Figure 1. Gate families picked out (run 1).
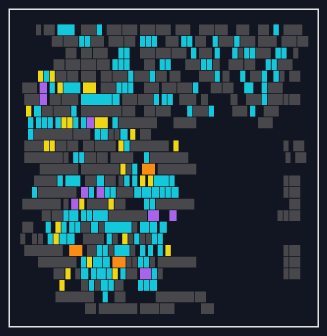
Figure 2. Clock wires, drivers and flops (run 1).
Scale bar: 20 um.
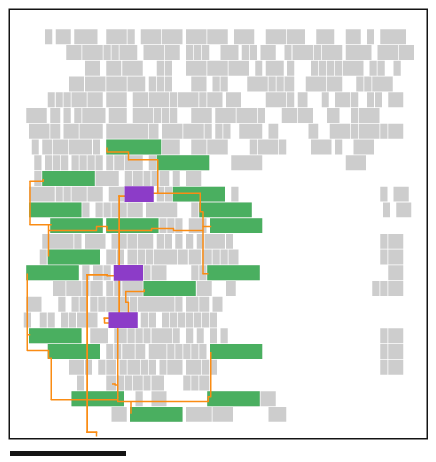
Figure 3. Clock wiring as the flow saved it (run 1).
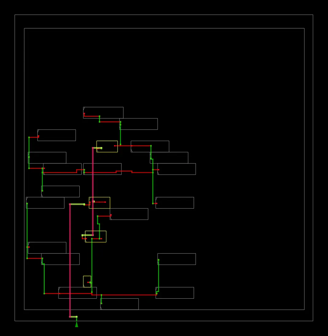
Figure 4. Cells colored by class (run 1).
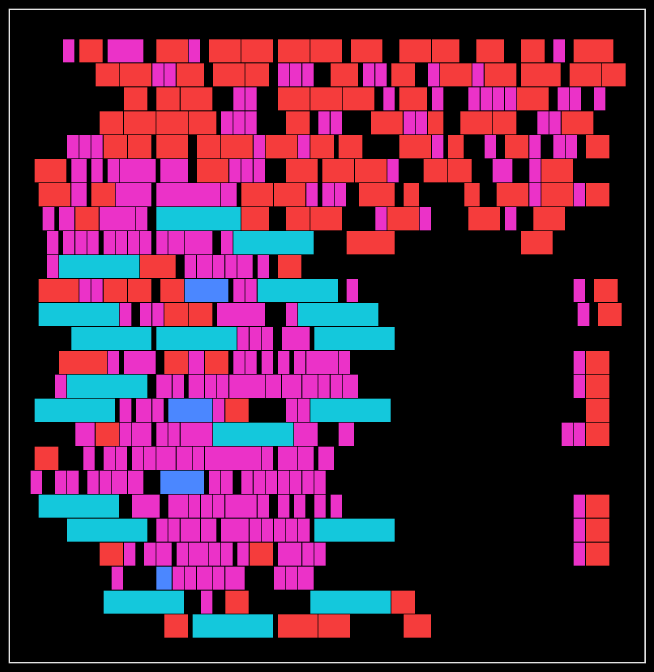
### src/rtl/line_stream_arbiter.sv
// rtl/line_stream_arbiter.sv - two-producer line-granular round-robin token arbiter
module line_stream_arbiter #(
    parameter int LINE_LEN = 512
) (
    input  logic        CLK,
    input  logic        RESET,
    input  logic [15:0] In0_DATA,
    input  logic [15:0] In0_COUNT,
    input  logic        In0_SEND,
    output logic        In0_ACK,
    input  logic [15:0] In1_DATA,
    input  logic [15:0] In1_COUNT,
    input  logic        In1_SEND,
    output logic        In1_ACK,
    output logic [15:0] Out1_DATA,
    output logic [15:0] Out1_COUNT,
    output logic        Out1_SEND,
    input  logic        Out1_RDY,
    input  logic        Out1_ACK,
    output logic [1:0]  GRANT,
    output logic        SRC,
    output logic        LINE_DONE
);

    typedef enum logic [1:0] {S_IDLE, S_BUSY0, S_BUSY1} state_t;

    localparam logic [15:0] LAST_IDX = 16'(LINE_LEN - 1);

    state_t      r_state;
    state_t      w_next_state;
    logic        r_last;
    logic        w_next_last;
    logic [15:0] r_cnt;
    logic [15:0] w_next_cnt;

    logic w_fire0;
    logic w_fire1;
    logic w_fire;
    logic w_line_end;
    logic w_unused;

    // Both requesting: hand the port to whichever source was not served last.
    function automatic state_t arbitrate(input logic s0, input logic s1, input logic last_src);
        if (s0 && s1)
            return last_src ? S_BUSY0 : S_BUSY1;
        else if (s0)
            return S_BUSY0;
        else if (s1)
            return S_BUSY1;
        else
            return S_IDLE;
    endfunction

    assign w_fire0    = (r_state == S_BUSY0) && In0_SEND && Out1_RDY;
    assign w_fire1    = (r_state == S_BUSY1) && In1_SEND && Out1_RDY;
    assign w_fire     = w_fire0 || w_fire1;
    assign w_line_end = w_fire && (r_cnt == LAST_IDX);

    always_comb begin
        w_next_state = r_state;
        w_next_last  = r_last;
        w_next_cnt   = r_cnt;
        if (r_state == S_IDLE) begin
            w_next_state = arbitrate(In0_SEND, In1_SEND, r_last);
        end else if (w_fire) begin
            if (w_line_end) begin
                w_next_cnt   = 16'h0;
                w_next_last  = w_fire1;
                w_next_state = arbitrate(In0_SEND, In1_SEND, w_fire1);
            end else begin
                w_next_cnt = r_cnt + 16'h1;
            end
        end
    end

    always_ff @(posedge CLK or negedge RESET) begin
        if (!RESET) begin
            r_state <= S_IDLE;
            r_last  <= 1'b1;
            r_cnt   <= 16'h0;
        end else begin
            r_state <= w_next_state;
            r_last  <= w_next_last;
            r_cnt   <= w_next_cnt;
        end
    end

    assign In0_ACK    = w_fire0;
    assign In1_ACK    = w_fire1;
    assign Out1_SEND  = w_fire;
    assign Out1_DATA  = w_fire0 ? In0_DATA : (w_fire1 ? In1_DATA : 16'h0);
    assign Out1_COUNT = {15'h0, w_fire};
    assign GRANT      = {r_state == S_BUSY1, r_state == S_BUSY0};
    assign SRC        = w_fire1;
    assign LINE_DONE  = w_line_end;

    assign w_unused = ^{In0_COUNT, In1_COUNT, Out1_ACK};

endmodule

### config.mk
export PLATFORM = sky130hd
export DESIGN_NAME = line_stream_arbiter
export DESIGN_NICKNAME = d
export VERILOG_FILES = /design/src/rtl/line_stream_arbiter.sv
export SDC_FILE = /design/constraint.sdc
export NUM_CORES = 1
export LEC_CHECK = 0
export ABC_AREA = 1
export CAP_MARGIN = 20
export CORE_AREA = 2 2 70 72
export DETAILED_ROUTE_END_ITERATION = 8
export DIE_AREA = 0 0 72 74
export GPL_TIMING_DRIVEN = 0
export PLACE_DENSITY = 0.86
export SLEW_MARGIN = 20
export SYNTH_ARGS = -nofsm -noshare
export SYNTH_HDL_FRONTEND = slang
export SYNTH_SLANG_ARGS = --single-unit
### constraint.sdc
create_clock -name CLK -period 1.87 [get_ports CLK]
set_input_delay 0.187 -clock CLK [delete_from_list [all_inputs] [get_ports CLK]]
set_output_delay 0.187 -clock CLK [all_outputs]
set_load 0.005 [all_outputs]
==> qor.csv, run 1 <==
stage,metric,value,unit
timing,report.final.hold_viol_count,0,
timing,fin_crit,1.81,ns
yosys,synthSimpleGateAreaFrac,46.8,%
timing,tightestPinTransition,0.860,ns
floorplan,chip_area,0.00533,sq mm
timing,setup-violations-final,0,
timing,fin_ws,0.0606,ns
pwr,power.group.top,combinational cells,
setup_path,path_common_cell,nand2_1,
layout,sh_comb_area,35.0,%
setup_path,critPathKind,reg -> out,
pwr,power_frac_seq,37.1,%
layout,mi_logic_area,910,sq um
yosys,synthTopCellsByCount,"nand2_1 (108), nor2_1 (26), inv_1 (21)",
yosys,synth.most_common_cell,nand2_1,
yosys,fa_ha_area_share,0.803,%
layout,clock_area_share,1.78,%
clock_network,ctsResizeCount,33,
pwr,sw_frac_of_total,36.2,%
yosys,yosys_warnings,0,
yosys,logic_family,simple AND/OR/NAND/NOR gates,
layout,nNonClkInverters,26,
placement,hpwl,3120,um
global_route,grt_use_total,16.8,%
outcome,status,"complete, no violations",
pwr,power_frac_comb,43.9,%
global_route,antenna_found_initial,0,
layout,utilization,56.5,%
timing,rsz0062_at_grt,true,
layout,seqCellArea,477,sq um
drt,vias,1911,
clock_network,cts_tree,built,
drt,wl_per_cell,11.7,um
layout,largest_class,buffers,
layout,nNetsFinal,427,
run,cap_violations,0,
yosys,edf_count,0,
timing,slew_headroom,42.5,%
setup_path,rrSetupSlack,0.30,ns
clock_network,htree_levels,1,
setup_path,cp_slowest_cell,dfrtp_1,
setup_path,critPathBufInv,5,
global_route,grt_pass1_wl,7160,um
run,openroad.warnings,61,
timing,fmax,0.553,GHz
setup_path,cp-end-kind,primary output,
layout,bufAreaShareNonClock,38.1,%
clock_network,cts_hold_buf,0,
drt,drtPass1Iterations,4,
layout,nMultiInputCombCells,194,
floorplan,taps,54,
yosys,post-synth-top-area-cell,dfrtp_1,
setup_path,reg2reg_from,r_state[0],
layout,num_antenna_cells,0,
yosys,syn-cell-area,0.00156,sq mm
floorplan,num_rows,25,
global_route,grt_max_degree,20,
pwr,clockPowerShare,18.9,%
yosys,ys_types,23,
layout,drive_above_1_share,24.2,%
setup_path,cp-startpoint,r_state[0],
drt,vias_per_cell,4.67,
layout,syn_to_final_growth,66.8,%
drt,drc_errors,0,
setup_path,cp.arrival,1.62,ns
timing,hold_ws,0.416,ns
yosys,top_cell_area_share,28.9,%
setup_path,crit_chain,"inv_2, nor2_4, nand2_4, clkinv_4, buf_6, buf_4, nand2_1, nand2_1, clkdlybuf4s15_1",
pwr,power.density,588,mW/mm^2
setup_path,rr_worst_depth,10,
setup_path,endpoint,Out1_DATA[13],
setup_path,cp.depth,9,
yosys,synth_xor_xnor_area_share,1.69,%
layout,seq_share,18.3,%
timing,finalMaxSlewViolations,0,
setup_path,path_delay_family,buffers and inverters,
clock_network,postCtsSetupRepairBufs,19,
floorplan,core_area,0.00460,sq mm
yosys,ys_area,0.00156,sq mm
layout,signal_buffers,112,
placement,dpl-instance-area,0.00228,sq mm
floorplan,fp_util,33.9,%
-- Figure 1 (at the start) --
Key: purple = aoi and oai cells [cells 9, most used o21ai_0]; cyan = nand cells [cells 137, most used nand2_1]; orange = xor and xnor cells [cells 3, most used xnor2_1]; yellow = inv cells [cells 26, most used inv_1]

-- Figure 2 (at the start) --
Key: purple = clock-net drivers [count 3]; orange = clock wires [length 248 um]; green = flip-flops [count 19]
There are 4 routed clock nets.
Clock Skews: 0.00421 ns
clk_lat worst skew: 0.26 ns

-- Figure 3 (at the start) --
Clock group: 0.290 mW
# clock sinks: 19
num sequential: 19
CLK BUF: 3

-- Figure 4 (at the start) --
Key: magenta = remaining logic cells [cells 220, share of their area 40%]; blue = clock drivers and dummy loads [cells 4, share of their area 1.8%]; cyan = registers [cells 19, share of their area 19%]; red = remaining buffers and delay cells [cells 112, share of their area 39%]

==> run 1: state kept, by name (all words and copies together) (netlist names) <==
register,cells
r_state,2
r_last,1
r_cnt,16
==> run 1: routing by layer <==
layer	wire length, um	global-route usage, %
met1	1800	20.5
met2	2580	29.5
met3	267	1.76
met4	138	8.60
met5	0	0
==> run 1: layout by cell type (no fill, tap or decap), drive strengths merged <==
master         synthesis  final
a21oi                  2      2
buf                   21     53
clkbuf                 0      7
clkdlybuf4s15          0      5
clkdlybuf4s50          0     38
clkinv                 2      3
conb                   1     15
dfrtp                 18     18
dfstp                  1      1
dlygate4sd2            0      8
dlymetal6s2s           0      4
ha                     1      1
inv                   24     24
nand2                111    111
nand3                 22     22
nand4                  4      4
nor2                  29     29
o21ai                  5      5
o21bai                 2      2
xnor2                  3      3
Figure 5. Sequential cells grouped by signal name (run 1).
Other sequential cells in the stronger gray, the rest of the logic in the fainter gray.
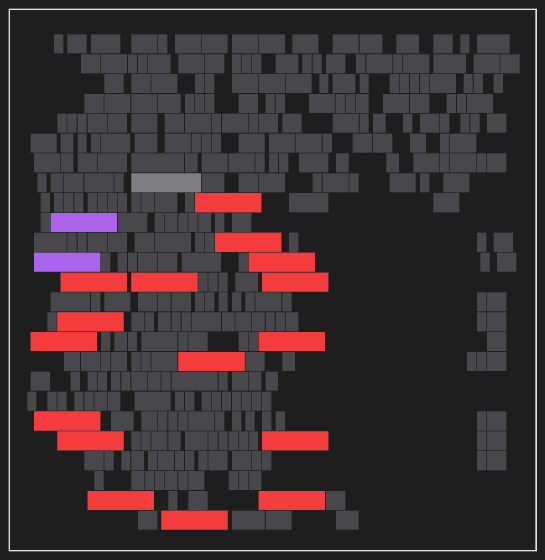

==> run 2: changes to the inputs <==
--- a/config.mk
+++ b/config.mk
@@ -7,11 +7,12 @@
 export LEC_CHECK = 0
 export ABC_AREA = 1
 export CAP_MARGIN = 20
-export CORE_AREA = 2 2 70 72
+export CORE_AREA = 2 2 68 70
+export CTS_CLUSTER_DIAMETER = 30
 export DETAILED_ROUTE_END_ITERATION = 8
-export DIE_AREA = 0 0 72 74
+export DIE_AREA = 0 0 70 72
 export GPL_TIMING_DRIVEN = 0
-export PLACE_DENSITY = 0.86
+export PLACE_DENSITY = 0.9
 export SLEW_MARGIN = 20
 export SYNTH_ARGS = -nofsm -noshare
 export SYNTH_HDL_FRONTEND = slang
==> constraint.sdc (replaced) <==
create_clock -name CLK -period 2.14 [get_ports CLK]
set_input_delay 0.214 -clock CLK [delete_from_list [all_inputs] [get_ports CLK]]
set_output_delay 0.214 -clock CLK [all_outputs]
set_load 0.005 [all_outputs]
Figure 6. Sequential cells grouped by signal name (run 2).
Other sequential cells in the stronger gray, the rest of the logic in the fainter gray.
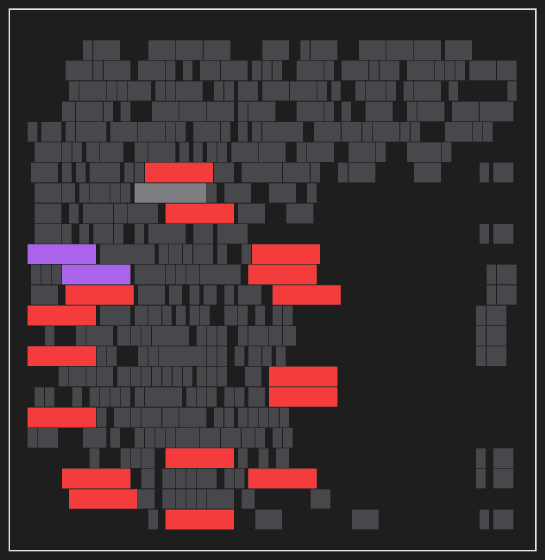
Key: red = `r_cnt` [flops 16]; purple = `r_state` [flops 2]

Figure 7. Gate families picked out (run 2).
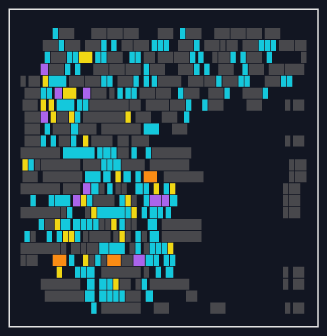
Key: yellow = inv cells [cells 26, most used inv_1]; orange = xor and xnor cells [cells 3, most used xnor2_1]; cyan = nand cells [cells 137, most used nand2_1]; purple = aoi and oai cells [cells 9, most used o21ai_0]

==> run 2 against run 1 <==
Compared with the run above:
- non-clock buffer count shrank 21
- combinational power shrank 18%
- die size shrank 5.4%
- clock skew shrank 0.0017 ns
- routed wire length shrank 6.2%
- worst setup slack lost 0.0010 ns
- design area shrank 5.4%
==> qor.csv, run 2 <==
stage,metric,value,unit,change
outcome,status,"complete, no violations",,
timing,setup-violations-final,0,,unchanged
setup_path,path_delay_family,buffers and inverters,,
drt,wl_per_cell,11.6,um,-0.64%
floorplan,die_h,72,um,
layout,sh_comb_area,36.7,%,+1.7 points
global_route,use_met3,2.08,%,+0.32 points
setup_path,critPathKind,reg -> out,,
pwr,power.density,530,mW/mm^2,-9.9%
drt,vias,1812,,-5.2%
layout,nNonClkInverters,26,,unchanged
layout,utilization,57.6,%,+1.1 points
global_route,grt_max_degree,20,,unchanged
yosys,top_cell_area_share,28.9,%,unchanged
placement,hpwl,3300,um,+5.9%
setup_path,cp-end-kind,primary output,,
yosys,area_leaders,"dfrtp_1 (29%), nand2_1 (26%), buf_4 (9.6%), nor2_1 (6.3%), nand3_1 (5.8%)",,
global_route,grt_pass1_vias,1674,,
setup_path,rrSetupSlack,0.68,ns,+0.38 ns
timing,fin_crit,2.08,ns,
layout,flops,19,,unchanged
clock_network,postCtsSetupRepairBufs,1,,-18
clock_network,clock_sinks,19,,unchanged
drt,vias_per_cell,4.69,,+0.47%
global_route,grtUsageMet1,18.3,%,-2.2 points
setup_path,endpoint,Out1_DATA[8],,
timing,slew_headroom,45.8,%,+3.3 points
drt,wl_met1,1610,um,-11%
yosys,ys_types,23,,unchanged
layout,bufAreaShareNonClock,35.0,%,-3.1 points
setup_path,cp_slowest_cell,clkdlybuf4s50_1,,
global_route,grt_use_total,16.6,%,-0.20 points
clock_network,clock_latency,0.26,ns,about the same
floorplan,core_area,0.00426,sq mm,-7.3%
setup_path,rr_worst_depth,7,,-3
layout,clock_area_share,1.83,%,+0.052 points
setup_path,reg2reg_from,r_cnt[1],,
yosys,ys_cells,246,,
drt,drc_errors,0,,unchanged
drt,route.met3.wl,232,um,-13%
setup_path,cp_max_fo,10,,
yosys,post-synth-top-area-cell,dfrtp_1,,
setup_path,path_common_cell,nand2_1,,
layout,seq_share,19.4,%,+1.1 points
timing,report.final.hold_viol_count,0,,unchanged
global_route,antenna_found_initial,0,,unchanged
floorplan,num_rows,24,,-4.0%
yosys,edf_count,0,,unchanged
layout,final_cell_mix,"nand2_1 (107), clkdlybuf4s50_1 (58), buf_4 (27)",,
drt,drtPass1Iterations,4,,unchanged
global_route,gr-max-usage-layer,met2,,
timing,fin_ws,0.0596,ns,-0.00101 ns
yosys,ys_area,0.00156,sq mm,unchanged
yosys,synth.most_common_cell,nand2_1,,
drt,dr_wl_met2,2540,um,-1.7%
yosys,yosys_warnings,0,,unchanged
clock_network,ctsResizeCount,5,,-85%
yosys,syn-cell-area,0.00156,sq mm,unchanged
layout,regMostFlops,r_cnt,,
layout,seqCellArea,477,sq um,unchanged
yosys,synthTopCellsByCount,"nand2_1 (108), nor2_1 (26), inv_1 (21)",,
timing,tightestPinTransition,0.810,ns,-0.0498 ns
layout,largest_class,combinational gates,,
global_route,grt_use_met2,32.1,%,+2.5 points
run,cap_violations,0,,unchanged
layout,signal_buffers,91,,-19%
timing,rsz0062_at_grt,true,,
layout,drive_above_1_share,16.5,%,-7.8 points
layout,num_antenna_cells,0,,unchanged
layout,nNetsFinal,406,,-4.9%
layout,largest_register_ffs,16,,unchanged
clock_network,cts_hold_buf,0,,unchanged
floorplan,fp_util,36.5,%,+2.7 points
global_route,grt_pass1_wl,6970,um,-2.6%
layout,syn_to_final_growth,57.8,%,
setup_path,critPathBufInv,4,,-1
clock_network,htree_levels,1,,unchanged
clock_network,cts_tree,built,,
floorplan,chip_area,0.00504,sq mm,-5.4%
layout,mi_logic_area,902,sq um,-0.83%
timing,fmax,0.481,GHz,
run,openroad.warnings,60,,-1.6%
drt,highest_layer,met4,,
setup_path,cp.depth,8,,-1
setup_path,crit_chain,"inv_2, nor2_4, nand2_4, inv_6, buf_8, nand2_1, nand2_1, clkdlybuf4s50_1",,
setup_path,cp.arrival,1.87,ns,+0.25 ns
floorplan,taps,52,,-3.7%
Figure 8. Clock wiring as the flow saved it (run 2).
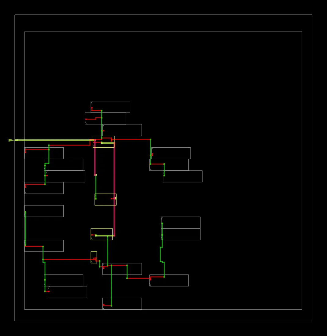
CTS Buf Count: 3
Clock group: 0.251 mW
CLK BUF: 4
Clock Skews: 0.00253 ns

run 2: through the flow:
stage          cells  area (sq um)  TNS (ns)  hold WS (ns)
3_5_place_dp     372          2280  -0.00299         0.470
4_1_cts          377          2350         0         0.464
6_report         386          2460         0         0.424
2_1_floorplan    260          1610         0       -0.0816
5_1_grt          386          2460   -0.0614         0.495
3_3_place_gp     372          2280         0         0.460
run 2: logic make-up after synthesis:
logic type	count (synthesis)	synth area share, %
simple gates	166	46.8
fa+ha+maj	1	0.803
buf+inv	47	16.6
xor+xnor	3	1.69
flops	19	30.6
other cells	1	0.241
compound gates	9	3.21
run 2: where the power goes:
group          total [mW]  switching [mW]  internal (mW)
logic               0.547           0.261          0.286
clock network       0.251           0.119          0.132
registers           0.504          0.0811          0.423
No activity file was given, so power comes from the tool's default toggle rates.
